===== config.mk =====
export PLATFORM = sky130hd
export DESIGN_NAME = pocket_mux_n
export DESIGN_NICKNAME = d
export VERILOG_FILES = /design/src/rtl/pocket_mux_n.sv
export SDC_FILE = /design/constraint.sdc
export NUM_CORES = 1
export LEC_CHECK = 0
export ABC_AREA = 1
export CORE_ASPECT_RATIO = 1.75
export CORE_MARGIN = 2
export CORE_UTILIZATION = 35
export CTS_BUF_LIST = sky130_fd_sc_hd__clkbuf_4 sky130_fd_sc_hd__clkbuf_8
export DETAILED_ROUTE_END_ITERATION = 10
export PLACE_DENSITY = 0.77
export SYNTH_ARGS = -nofsm -noshare
export SYNTH_HDL_FRONTEND = slang
export SYNTH_SLANG_ARGS = --single-unit
export TNS_END_PERCENT = 30

===== constraint.sdc =====
create_clock -name clk -period 1.35 [get_ports clk]
set_input_delay 0.135 -clock clk [delete_from_list [all_inputs] [get_ports clk]]
set_output_delay 0.135 -clock clk [all_outputs]
set_load 0.02 [all_outputs]

===== src/rtl/pocket_mux_n.sv =====
// rtl/pocket_mux_n.sv - priority hole video mux with per-frame pocket event queue
// Video path is a one-cycle registered priority mux; event path gathers per-frame hits into pending bits.
module pocket_mux_n #(
    parameter int NUM_HOLES = 6,
    parameter int RGB_W     = 8,
    parameter int ID_W      = 4
) (
    input  logic                       clk,
    input  logic                       reset,
    input  logic                       frame_start,
    input  logic [NUM_HOLES-1:0]       hole_enable,
    input  logic [NUM_HOLES-1:0]       graphic_dr,
    input  logic [NUM_HOLES*RGB_W-1:0] graphic_rgb,
    input  logic [NUM_HOLES-1:0]       hit_dr,
    input  logic [NUM_HOLES*RGB_W-1:0] hit_rgb,
    output logic [RGB_W-1:0]           RGBOut,
    output logic                       Graphic_Hole_DR,
    output logic                       Hit_Hole_DR,
    output logic [ID_W-1:0]            Hole_ID,
    output logic                       event_valid,
    output logic [ID_W-1:0]            event_id,
    input  logic                       event_ready,
    output logic                       overrun
);

    typedef enum logic {S_IDLE, S_OFFER} state_t;

    state_t               r_state;
    state_t               w_state_next;
    logic [NUM_HOLES-1:0] r_seen;
    logic [NUM_HOLES-1:0] r_pending;
    logic [ID_W-1:0]      r_event_id;
    logic                 r_overrun;

    logic [RGB_W-1:0]     w_rgb;
    logic                 w_gdr;
    logic                 w_hdr;
    logic [ID_W-1:0]      w_id;
    logic [NUM_HOLES-1:0] w_hits;
    logic [NUM_HOLES-1:0] w_clr;
    logic [NUM_HOLES-1:0] w_pend_next;
    logic                 w_accept;
    logic                 w_load;
    logic [ID_W-1:0]      w_load_id;

    // 1-based index of the lowest set bit, 0 when the vector is empty
    function automatic logic [ID_W-1:0] f_lowest(input logic [NUM_HOLES-1:0] v);
        logic [ID_W-1:0] r;
        r = '0;
        for (int i = NUM_HOLES - 1; i >= 0; i--) begin
            if (v[i]) r = ID_W'(i + 1);
        end
        return r;
    endfunction

    always_comb begin
        w_rgb = '0;
        w_gdr = 1'b0;
        w_hdr = 1'b0;
        w_id  = '0;
        for (int i = NUM_HOLES - 1; i >= 0; i--) begin
            if (graphic_dr[i] && hole_enable[i]) begin
                w_gdr = 1'b1;
                w_hdr = hit_dr[i];
                w_id  = ID_W'(i + 1);
                w_rgb = hit_dr[i] ? hit_rgb[i*RGB_W +: RGB_W] : graphic_rgb[i*RGB_W +: RGB_W];
            end
        end
    end

    always_ff @(posedge clk) begin
        if (reset) begin
            RGBOut          <= '0;
            Graphic_Hole_DR <= 1'b0;
            Hit_Hole_DR     <= 1'b0;
            Hole_ID         <= '0;
        end else begin
            RGBOut          <= w_rgb;
            Graphic_Hole_DR <= w_gdr;
            Hit_Hole_DR     <= w_hdr;
            Hole_ID         <= w_id;
        end
    end

    assign w_hits   = hole_enable & graphic_dr & hit_dr;
    assign w_accept = (r_state == S_OFFER) && event_ready;

    always_comb begin
        w_clr = '0;
        for (int i = 0; i < NUM_HOLES; i++) begin
            w_clr[i] = w_accept && (r_event_id == ID_W'(i + 1));
        end
    end

    // Hits on the frame_start cycle open the new frame's seen set
    assign w_pend_next = (r_pending & ~w_clr) | (frame_start ? r_seen : '0);

    always_ff @(posedge clk) begin
        if (reset) begin
            r_seen    <= '0;
            r_pending <= '0;
            r_overrun <= 1'b0;
        end else begin
            r_seen    <= frame_start ? w_hits : (r_seen | w_hits);
            r_pending <= w_pend_next;
            if (frame_start && (r_pending != '0) && (r_seen != '0)) r_overrun <= 1'b1;
        end
    end

    always_ff @(posedge clk) begin
        if (reset) begin
            r_state    <= S_IDLE;
            r_event_id <= '0;
        end else begin
            r_state <= w_state_next;
            if (w_load) r_event_id <= w_load_id;
        end
    end

    always_comb begin
        w_state_next = r_state;
        w_load       = 1'b0;
        w_load_id    = f_lowest(w_pend_next);
        case (r_state)
            S_IDLE: begin
                if (r_pending != '0) begin
                    w_state_next = S_OFFER;
                    w_load       = 1'b1;
                    w_load_id    = f_lowest(r_pending);
                end
            end
            S_OFFER: begin
                if (event_ready) begin
                    if (w_pend_next != '0) w_load = 1'b1;
                    else                   w_state_next = S_IDLE;
                end
            end
        endcase
    end

    always_comb begin
        event_valid = (r_state == S_OFFER);
        event_id    = r_event_id;
        overrun     = r_overrun;
    end

endmodule

==> CHANGELOG.md, run 1 <==
### Physical design

- Signal buffers: 197
- Setup ws final: -0.148 ns
- Violated checks: negative setup slack
- Clk pwr: 0.000755 W
- Critical Path Max Stage Delay: 0.39 ns
- Cell area after layout: 4490 um2
- Mux frac, synth: 0.444%
- CTS tree: yes
- Nets: 716
- Core Rows: 38
- DIE AREA: 7130 um2
- Clock Tree Buf Depth: 2
- Via density per instance: 4.80
- GRT overflow: 0
- Met3 Routed Length: 381 um
- Status: complete, but fails checks
- DRT met1 WL: 2980 um
- Tap cell count: 80
- Final Non-Filler Cells: 679
- NetSw: 0.00101 W
- CP required: 1.58 ns
- CP delay by family, top: simple AND/OR/NAND/NOR gates
- Internal power: 0.00210 W
- Top power group: combinational cells
- Die width: 64.7 um
- Max FFs per register: 8
- PwrDens: 692 nW/um2
- Largest reg by FF count: RGBOut
- Startpoint Class: register
- Setup TNS: -0.434 ns
- H-Tree Depth: 2
- Final setup fails: 4
- Post-synth top cells: nand2_1 (143), nor2_1 (68), o21ai_0 (45)
- Root Buffer: clkbuf_8
- NonClk Buf Share: 41.6%
- Flop pwr share: 32.8%
- Crit path max fanout: 4
**Run 1: sequential cells grouped by signal name**

Scale: 3 px per um. Other sequential cells in the stronger grey, the rest of the logic in the fainter grey.
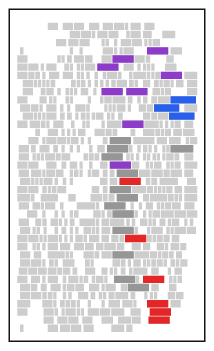
colour	netlist name	placed flops
red	r_pending	6
purple	RGBOut	8
blue	event_id	3

**Run 1: routing congestion**

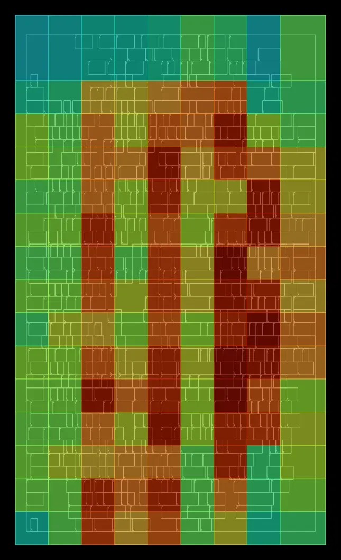
routed len/inst: 13.6 um
met2 usage: 52.5%
total track usage: 25.4%
met1 Resource Use GR: 21.6%
met3 usage: 3.25%

**Run 1: metal layers overlaid**

Scale: 3 px per um.
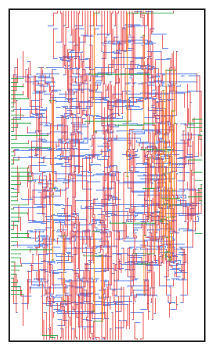
colour	layer	wire length
orange	metal 4	591 um
blue	metal 1	2,980 um
red	metal 2	5,320 um
green	metal 3	381 um

**Run 1: M3 wires**

Scale: 3 px per um.
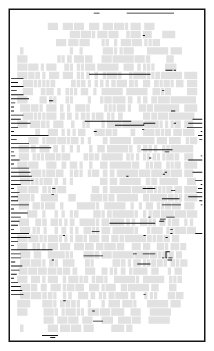
share of all routed wire	4.1%
nets with wire on the layer	99
wire length on this layer	381 um
drt total wl: 9260 um
detailed-route via count: 3,261

**Run 1: clock wires, drivers and flops**

Scale: 4 px per um.
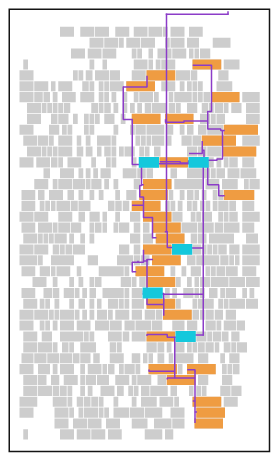

==> run 2, diff against run 1 <==
--- a/config.mk
+++ b/config.mk
@@ -6,7 +6,7 @@
 export NUM_CORES = 1
 export LEC_CHECK = 0
 export ABC_AREA = 1
-export CORE_ASPECT_RATIO = 1.75
+export CORE_ASPECT_RATIO = 0.7
 export CORE_MARGIN = 2
 export CORE_UTILIZATION = 35
 export CTS_BUF_LIST = sky130_fd_sc_hd__clkbuf_4 sky130_fd_sc_hd__clkbuf_8
**Run 2: clock wires, drivers and flops**

Scale: 4 px per um.
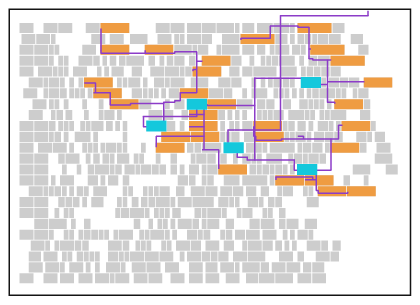
[cyan] clock drivers | count: 5
[purple] clock wires | length: 421 um
[orange] flip-flops | count: 30
routed clock nets	6

**Run 2: routing congestion**

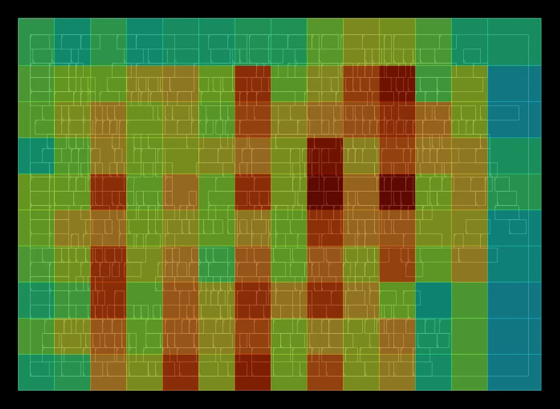
total track usage: 24.6%
routed len/inst: 13.2 um

==> CHANGELOG.md, run 2 <==
### Physical design

- Status: complete, but fails checks
- Violated checks: negative setup slack
- PwrDens: 698 nW/um2 (+0.86%)
- CP required: 1.53 ns (-0.05 ns)
- Final Non-Filler Cells: 670 (-1.3%)
- Met3 usage: 6.13% (+2.9 points)
- Mux frac, synth: 0.444% (unchanged)
- Top power group: combinational cells
- Met1 Resource Use GR: 30.6% (+9.0 points)
- Detailed-route via count: 3,250 (-0.34%)
- Flop pwr share: 33.0% (+0.2 points)
- CP delay by family, top: simple AND/OR/NAND/NOR gates
- Met2 usage: 43.1% (-9.4 points)
- Internal power: 0.00206 W (-1.9%)
- Signal buffers: 190 (-3.6%)
- DRT met1 WL: 3770 um (+27%)
- H-Tree Depth: 2 (unchanged)
- Final setup fails: 5 (+1)
- Core Rows: 24 (-37%)
- Post-synth top cells: nand2_1 (143), nor2_1 (68), o21ai_0 (45)
- Die width: 99.9 um (+55%)
- Max FFs per register: 8 (unchanged)
- Crit path max fanout: 3 (-1)
- Clk pwr: 0.000769 W (+2%)
- Clock Tree Buf Depth: 2 (unchanged)
- Cell area after layout: 4340 um2 (-3.2%)
- Drt total wl: 8830 um (-4.6%)
- Setup ws final: -0.178 ns (-0.0299 ns)
- Largest reg by FF count: RGBOut
- Met3 Routed Length: 612 um (+61%)
- GRT overflow: 0 (unchanged)
- NonClk Buf Share: 41.1% (-0.55 points)
- Setup TNS: -0.505 ns (-0.0708 ns)
- Critical Path Max Stage Delay: 0.36 ns (-0.03 ns)
- Startpoint Class: register
- Nets: 709 (-0.98%)
- Root Buffer: clkbuf_8
- Tap cell count: 78 (-2.5%)
- Via density per instance: 4.85 (+1.0%)
- NetSw: 0.000975 W (-3.4%)
- CTS tree: yes
- I/O Pins: 138
**Run 2: metal layers overlaid**

Scale: 3 px per um.
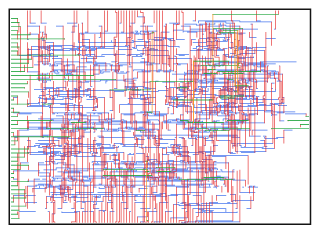
colour	layer	wire length
orange	metal 4	133 um
green	metal 3	613 um
blue	metal 1	3,770 um
red	metal 2	4,320 um

Power and IR drop assume default switching activity.
